==> images/congestion.png <==
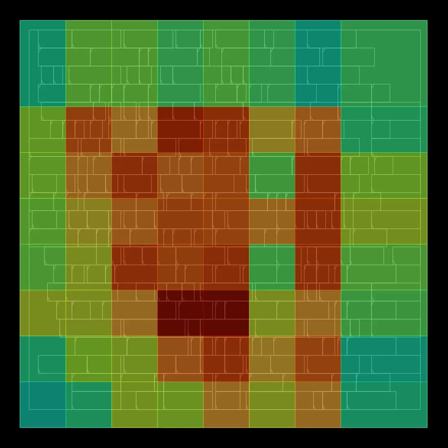
==> images/clk_routes.png <==
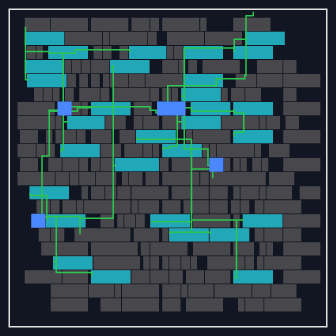
`src/rtl/pc_fetch_unit.sv`:
```
// Program counter owner and two-beat big-endian instruction fetcher over a
// byte-wide memory port; holds each instruction until decode retires it.
module pc_fetch_unit #(
  parameter int              PC_W     = 11,
  parameter logic [PC_W-1:0] RESET_PC = '0
) (
  input  logic            clk,
  input  logic            reset,
  input  logic [PC_W-1:0] write_data_PC,
  input  logic            instr_ready,
  output logic [PC_W-1:0] read_PC,
  output logic [15:0]     instr,
  output logic            instr_valid,
  output logic            imem_req,
  output logic [PC_W:0]   imem_addr,
  input  logic [7:0]      imem_data,
  input  logic            imem_ack
);

  // state    | meaning
  // IDLE     | settle cycle after reset, no request
  // FETCH_HI | requesting even byte -> instr[15:8]
  // FETCH_LO | requesting odd byte  -> instr[7:0]
  // VALID    | instr held for decode until instr_ready
  localparam logic [1:0] IDLE     = 2'd0;
  localparam logic [1:0] FETCH_HI = 2'd1;
  localparam logic [1:0] FETCH_LO = 2'd2;
  localparam logic [1:0] VALID    = 2'd3;

  logic [1:0]      state_q, state_d;
  logic [PC_W-1:0] pc_q, pc_d;
  logic [15:0]     instr_q, instr_d;
  logic            valid_q, valid_d;

  always_comb begin
    state_d = state_q;
    pc_d    = pc_q;
    instr_d = instr_q;
    valid_d = valid_q;
    case (state_q)
      IDLE: state_d = FETCH_HI;
      FETCH_HI: begin
        if (imem_ack) begin
          instr_d[15:8] = imem_data;
          state_d       = FETCH_LO;
        end
      end
      FETCH_LO: begin
        if (imem_ack) begin
          instr_d[7:0] = imem_data;
          valid_d      = 1'b1;
          state_d      = VALID;
        end
      end
      VALID: begin
        if (instr_ready) begin
          pc_d    = write_data_PC;
          valid_d = 1'b0;
          state_d = FETCH_HI;
        end
      end
      default: state_d = IDLE;
    endcase
  end

  always_ff @(posedge clk) begin
    if (reset) begin
      state_q <= IDLE;
      pc_q    <= RESET_PC;
      instr_q <= 16'h0000;
      valid_q <= 1'b0;
    end else begin
      state_q <= state_d;
      pc_q    <= pc_d;
      instr_q <= instr_d;
      valid_q <= valid_d;
    end
  end

  // Request and address decode from registered state only, so ack has no path to them.
  assign imem_req    = (state_q == FETCH_HI) || (state_q == FETCH_LO);
  assign imem_addr   = imem_req ? {pc_q, (state_q == FETCH_LO)} : '0;
  assign read_PC     = pc_q;
  assign instr       = instr_q;
  assign instr_valid = valid_q;

endmodule

```
`config.mk`:
```
export PLATFORM = sky130hd
export DESIGN_NAME = pc_fetch_unit
export DESIGN_NICKNAME = d
export VERILOG_FILES = /design/src/rtl/pc_fetch_unit.sv
export SDC_FILE = /design/constraint.sdc
export NUM_CORES = 1
export LEC_CHECK = 0
export CAP_MARGIN = 20
export CORE_UTILIZATION = 35
export CTS_CLUSTER_SIZE = 25
export DETAILED_ROUTE_END_ITERATION = 16
export PLACE_DENSITY = 0.79
export SLEW_MARGIN = 20
export SYNTH_ARGS = -nofsm -noshare
export SYNTH_HDL_FRONTEND = slang
export SYNTH_SLANG_ARGS = --single-unit
```
`constraint.sdc`:
```
create_clock -name clk -period 1.3 [get_ports clk]
set_input_delay 0.39 -clock clk [delete_from_list [all_inputs] [get_ports clk]]
set_output_delay 0.39 -clock clk [all_outputs]
set_load 0.05 [all_outputs]
```
==> impl_metrics.toml <==
# yosys + openroad results
[outcome]
status = "finished, violations left"
violations = "negative setup slack"

[layout]
final-clk-cell-share_pct = 3.938
register_area_um2 = 638.1
seq_area_share_pct = 22.57
drive_gt1_share_pct = 53.33
fillers = 179
inv_count = 3
largest_cell_class = "non-clock buffers"
diodes = 0

[drt]
dr_wl_met2_mm = 2.676
drtAntennaViolNets = 0
wl_mm = 4.773
met3_length_um = 225
vias = 1429
m1WireLength_mm = 1.770

[worst_hold_path]
holdCritStartpoint = "instr[2]"
min_path_type = "flop to flop"
hold_depth = 2
holdPathEnd = "instr[2]"

[power]
power_switching_w = 0.001756
power.density_nw_per_um2 = 1634
power.group.top = "combinational logic"
seq_power_share_pct = 25.5
power_w = 0.004621
ir_drop_mv = 1.443

[synth]
ys_sh_xor_pct = 0
ys_warn_count = 0
synth_chip_area_um2 = 1230
yosys.area_share.simple_pct = 27.57
top_area_share_pct = 48.83
syn_avg_cell_area_um2 = 7.935
netlist_area_um2 = 1230
synth_cell_types = 18
ys_seq_elements = 30
aoi_share_pct = 14.75

[setup_path]
start_kind = "flop"
crit_path_top_delay_cell = "dfxtp_4"
cp-startpoint = "state_q[1]"
critPathCaptureType = "primary output"
worst_ep_arrival_time_ns = 1.41
cpLargestDelayFamily = "flip-flops"
cp_num_buf_inv = 2
rr_endpoint = "instr[15]"

[final_timing]
whs_ns = 0.4862
finalHoldViolCount = 0
setup_violations = 16
min_period_ns = 1.804
setup_ws_ns = -0.5044

[grt]
use_met3_pct = 8.613
grt_pass1_vias = 1477
track_usage_pct = 26.83
grt_busiest_layer = "met2"
grt_max_degree = 20

[floorplan]
die_area_um2 = 3755
nWellTaps = 46
die_x_um = 61.28
fp_util_pct = 36.57
io_pins = 64
die_y_um = 61.28

[cts]
cts_buffers = 5
h-tree-depth = 2
cts.sinks = 30
cts_resized = 25

[placement]
dp_hpwl_mm = 2.988
place_area_um2 = 2556
routabilityCongestion = 0.7881

[flow_run]
cap_violations = 0
tool_warnings = 32
-- congestion.png (at the start) --
Finished Core Util: 84.08%
met2 global-route usage: 48.76%

-- clk_routes.png (at the start) --
[green] clock wires | length: 372 um
[cyan] flip-flops | count: 30
[blue] clock drivers | count: 5
routed clock nets: 6
Clock group: 0.000990 W
Worst Clk Skew: 0.007177 ns
Clock Power Share: 21.4%
clk latency late pin: 0.33 ns

No activity file was given, so power comes from the tool's default toggle rates.
